==> run_1/congestion.png <==
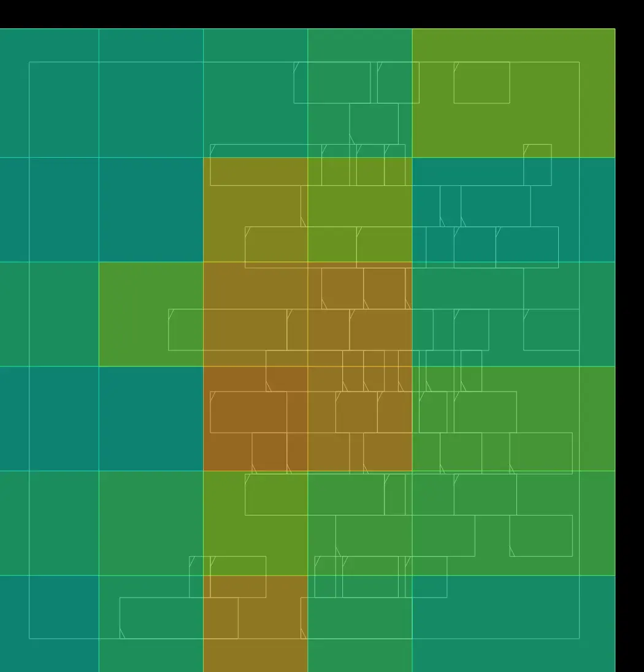
==> run_1/flops_by_reg.png <==
Scale: 8 px per um. Other sequential cells in the stronger gray, the rest of the logic in the fainter gray.
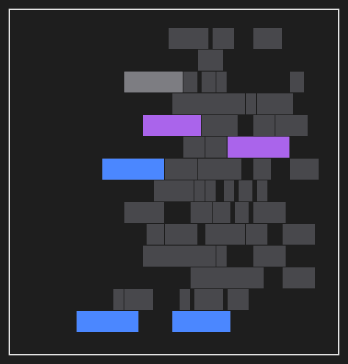
==> run_1/layer_met2.png <==
Scale: 12 px per um. Cells faint in the background.
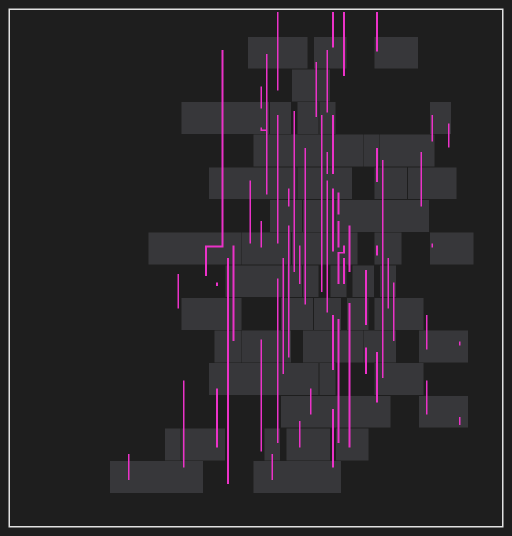
## src/rtl/bist_pkg.sv

```systemverilog
// Shared types and default sizing for the BIST sequencer.
package bist_pkg;

  typedef enum logic [1:0] {
    StIdle,
    StInit,
    StRun,
    StDone
  } bist_state_e;

  localparam int unsigned DefRoundLen = 4;
  localparam int unsigned DefNRounds  = 2;

endpackage

```

## src/rtl/bist_cycle_counter.sv

```systemverilog
// Up-counter with synchronous clear, enable and a terminal-count flag; wraps to 0 after Last.
module bist_cycle_counter #(
  parameter int unsigned Width = 3,
  parameter int unsigned Last  = 7
) (
  input  logic             clk,
  input  logic             reset,
  input  logic             clear,
  input  logic             enable,
  output logic [Width-1:0] count,
  output logic             last
);

  localparam logic [Width-1:0] LastVal = Width'(Last);

  logic [Width-1:0] count_q, count_d;

  always_ff @(posedge clk) begin
    if (reset) begin
      count_q <= '0;
    end else begin
      count_q <= count_d;
    end
  end

  always_comb begin
    count_d = count_q;
    if (clear) begin
      count_d = '0;
    end else if (enable) begin
      count_d = (count_q == LastVal) ? '0 : count_q + Width'(1);
    end
  end

  assign count = count_q;
  assign last  = (count_q == LastVal);

endmodule

```

## src/rtl/bist_controller.sv

```systemverilog
// BIST run sequencer: one init cycle, ROUND_LEN*N_ROUNDS running cycles with inter-round
// toggles, a finish pulse, then a sticky bist_end flag.
module bist_controller
  import bist_pkg::*;
#(
  parameter int unsigned ROUND_LEN = DefRoundLen,
  parameter int unsigned N_ROUNDS  = DefNRounds
) (
  input  logic clk,
  input  logic reset,
  input  logic start,
  output logic init,
  output logic running,
  output logic toggle,
  output logic finish,
  output logic bist_end
);

  localparam int unsigned TotalCycles = ROUND_LEN * N_ROUNDS;
  localparam int unsigned CNT_W       = $clog2(TotalCycles);

  bist_state_e state_q, state_d;
  logic        bist_end_q, bist_end_d;
  logic        cnt_clear, cnt_en, cnt_last;
  logic [CNT_W-1:0] cnt;

  bist_cycle_counter #(
    .Width (CNT_W),
    .Last  (TotalCycles - 1)
  ) u_cycle_counter (
    .clk    (clk),
    .reset  (reset),
    .clear  (cnt_clear),
    .enable (cnt_en),
    .count  (cnt),
    .last   (cnt_last)
  );

  always_ff @(posedge clk) begin
    if (reset) begin
      state_q    <= StIdle;
      bist_end_q <= 1'b0;
    end else begin
      state_q    <= state_d;
      bist_end_q <= bist_end_d;
    end
  end

  always_comb begin
    state_d    = state_q;
    bist_end_d = bist_end_q;
    cnt_clear  = 1'b0;
    cnt_en     = 1'b0;
    unique case (state_q)
      StIdle: begin
        if (start) begin
          state_d    = StInit;
          bist_end_d = 1'b0;
          cnt_clear  = 1'b1;
        end
      end
      StInit: state_d = StRun;
      StRun: begin
        cnt_en = 1'b1;
        if (cnt_last) begin
          state_d = StDone;
        end
      end
      StDone: begin
        state_d    = StIdle;
        bist_end_d = 1'b1;
      end
      default: state_d = StIdle;
    endcase
  end

  // Pure Moore decode; the final round ends in finish rather than toggle.
  always_comb begin
    init     = (state_q == StInit);
    running  = (state_q == StRun);
    finish   = (state_q == StDone);
    toggle   = running && ((32'(cnt) % ROUND_LEN) == ROUND_LEN - 1) && !cnt_last;
    bist_end = bist_end_q;
  end

endmodule

```

## config.mk

```make
export PLATFORM = sky130hd
export DESIGN_NAME = bist_controller
export DESIGN_NICKNAME = d
export VERILOG_FILES = /design/src/rtl/bist_pkg.sv /design/src/rtl/bist_cycle_counter.sv /design/src/rtl/bist_controller.sv
export SDC_FILE = /design/constraint.sdc
export NUM_CORES = 1
export LEC_CHECK = 0
export CAP_MARGIN = 20
export CORE_AREA = 2 2 39 41
export CTS_BUF_LIST = sky130_fd_sc_hd__clkbuf_8
export DETAILED_ROUTE_END_ITERATION = 10
export DIE_AREA = 0 0 41 43
export PLACE_DENSITY_LB_ADDON = 0.3
export SETUP_SLACK_MARGIN = 0.1
export SYNTH_ARGS = -nofsm -noshare
export SYNTH_HDL_FRONTEND = slang
export SYNTH_SLANG_ARGS = --single-unit
```

## constraint.sdc

```tcl
create_clock -name clk -period 1.52 [get_ports clk]
set_input_delay 0.304 -clock clk [delete_from_list [all_inputs] [get_ports clk]]
set_output_delay 0.304 -clock clk [all_outputs]
set_load 0.03 [all_outputs]
```

==> out/qor.csv, run 1 <==
metric;value;unit
worst_ir_drop_vdd;497.3;uV
startpoint_type;flop;
diodes;0;
ios;8;
tritoncts;yes;
routabilityCongestion;0.6089;
pg_clk;0.243;mW
fp.dieW;41;um
yosysTopAreaCellShare;0.3664;
ys_sh_xor;0;
yosysCellCount;35;
cp.arrival;1.20;ns
r2r_cells;7;
outcome;completed;
final_area;571.8;um2
numPortBuffers;7;
largest_register_ffs;3;
end_kind;output pin;
ys_top_cells_by_count;dfxtp_1 (6), ha_1 (6), nor2_1 (5);
cp-endpoint;toggle;
clk_latency;0.22;ns
finalWirelength;684;um
drc;0;
-- congestion.png (at the start) --
wire per inst: 10.06 um
grt met3 use: 0.03141

-- flops_by_reg.png (at the start) --
color	name in the netlist	flops
purple	`state_q`	2
blue	`u_cycle_counter.count`	3
fraction of area in registers: 0.2166
Storage cell area: 123.9 um2
final core area utilization: 0.4132

-- layer_met2.png (at the start) --
longest straight run	18.7 um
wire length on this layer	339 um
share of all routed wire	49%
main direction	vertical

--- run 2 (diff from run 1) ---
--- a/config.mk
+++ b/config.mk
@@ -5,12 +5,13 @@
 export SDC_FILE = /design/constraint.sdc
 export NUM_CORES = 1
 export LEC_CHECK = 0
-export CAP_MARGIN = 20
+export CAP_MARGIN = 30
 export CORE_AREA = 2 2 39 41
 export CTS_BUF_LIST = sky130_fd_sc_hd__clkbuf_8
 export DETAILED_ROUTE_END_ITERATION = 10
 export DIE_AREA = 0 0 41 43
-export PLACE_DENSITY_LB_ADDON = 0.3
+export HOLD_SLACK_MARGIN = 0.1
+export PLACE_DENSITY = 0.53
 export SETUP_SLACK_MARGIN = 0.1
 export SYNTH_ARGS = -nofsm -noshare
 export SYNTH_HDL_FRONTEND = slang
==> out/qor.csv, run 2 <==
metric;value;unit
startpoint_type;flop;
clk_latency;0.22;ns
numPortBuffers;7;
ios;8;
regArea;125.1;um2
yosysTopAreaCellShare;0.3664;
worst_ir_drop_vdd;546.2;uV
clkTransAtPathRegs;0.04;ns
cp_slowest_cell;dfxtp_2;
final_area;555.5;um2
routabilityCongestion;0.6154;
seq_share;0.2252;
largest_register_ffs;3;
reg2reg_from;state_q[1];
drc;0;
cp.arrival;1.20;ns
r2r_cells;6;
utilization;0.4014;
ys_top_cells_by_count;dfxtp_1 (6), ha_1 (6), nor2_1 (5);
cts_inserted_buffers;3;
outcome;completed;
ys_sh_xor;0;
pg_clk;0.237;mW
end_kind;output pin;
yosysCellCount;35;
tritoncts;yes;
synth_seq_share;0.3664;
finalSetupTns;0;ns
fp.dieW;41;um
==> run_2/layer_met2.png <==
Scale: 12 px per um. Cells faint in the background.
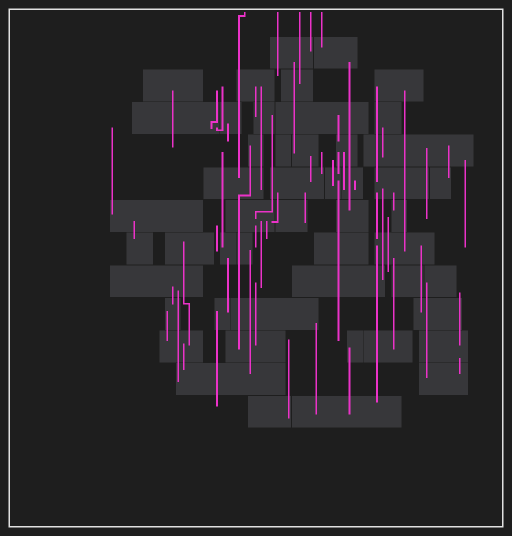
nets with wire on the layer	47
main direction	vertical
via count: 286
met2 usage: 0.1219
Post-Route WL: 648 um

==> run_2/congestion.png <==
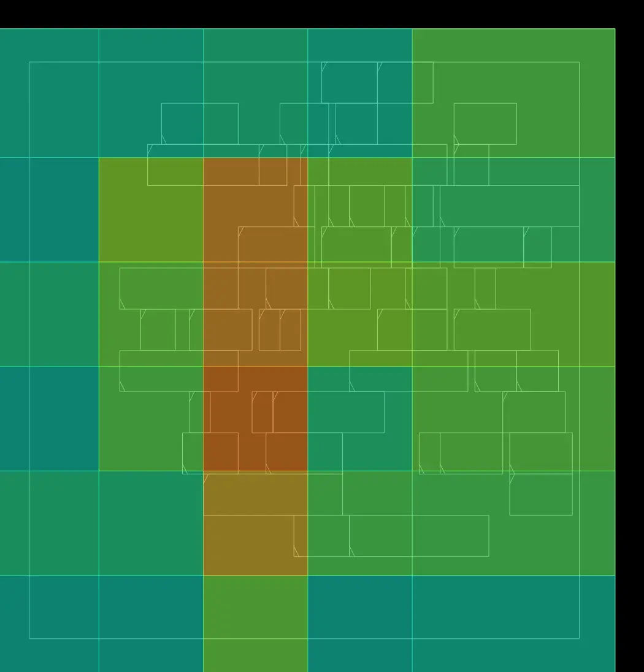
grt met3 use: 0.01571
gr usage total: 0.08459
wire per inst: 9.818 um

--- run 3 (diff from run 2) ---
--- a/config.mk
+++ b/config.mk
@@ -16,3 +16,4 @@
 export SYNTH_ARGS = -nofsm -noshare
 export SYNTH_HDL_FRONTEND = slang
 export SYNTH_SLANG_ARGS = --single-unit
+export TNS_END_PERCENT = 50
==> out/qor.csv, run 3 <==
metric;value;unit
outcome;completed;
utilization;0.3987;
numPortBuffers;7;
seq_share;0.2268;
end_kind;output pin;
largest_register_ffs;3;
cp_slowest_cell;dfxtp_2;
hp-class;flop to flop;
routedWlPerCell;9.708;um
diodes;0;
dp.cells;61;
ios;8;
drc;0;
seqPwrFrac;0.245;
reg2reg_from;u_cycle_counter.count[0];
startpoint_type;flop;
edf_count;0;
area_dominant_class;logic gates;
place_hpwl;480.9;um
yosysTopAreaCellShare;0.3664;
synth_seq_share;0.3664;
clkTransAtPathRegs;0.04;ns
regArea;125.1;um2
tritoncts;yes;
min_period;1.501;ns
final_area;551.8;um2
comb_cells;25;
n_all_buffers;11;
fp.dieW;41;um
cts_inserted_buffers;3;
n_all_inverters;4;
ys_sh_xor;0;
routabilityCongestion;0.6154;
ys_top_cells_by_count;dfxtp_1 (6), ha_1 (6), nor2_1 (5);
yosysCellCount;35;
met2_length;317;um
grt_overflow;0;
r2r_cells;6;
clkbuf_count;3;
worst_ir_drop_vdd;546.8;uV
grt_use_met3;0.01571;
syn_area_per_cell;9.366;um2
pg_clk;0.236;mW
grt_use_total;0.08560;
finalSetupTns;0;ns
nonClkBufAreaFrac;0.1905;
==> run_3/layer_met2.png <==
Scale: 12 px per um. Cells faint in the background.
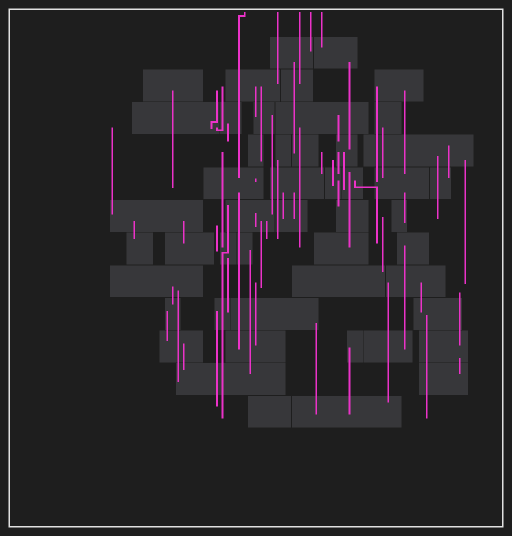
longest straight run	13.8 um
nets with wire on the layer	46
wire length on this layer	317 um
met2 usage: 0.1188
Post-Route WL: 631 um
via count: 284

==> run_3/metal_density.png <==
Scale: 8 px per um. 8 x 9 tiles, from dark blue (low) to red (high), scaled to the fullest tile. Values are wire area over tile area, all layers added.
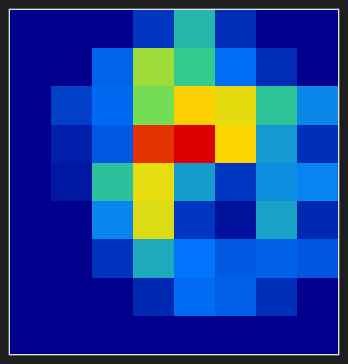
fullest tile	0.27
nearly empty tiles	38%
emptiest ninth of the die	south-west
mean over tiles	0.055
densest ninth of the die	center
tiles over half the peak	13%

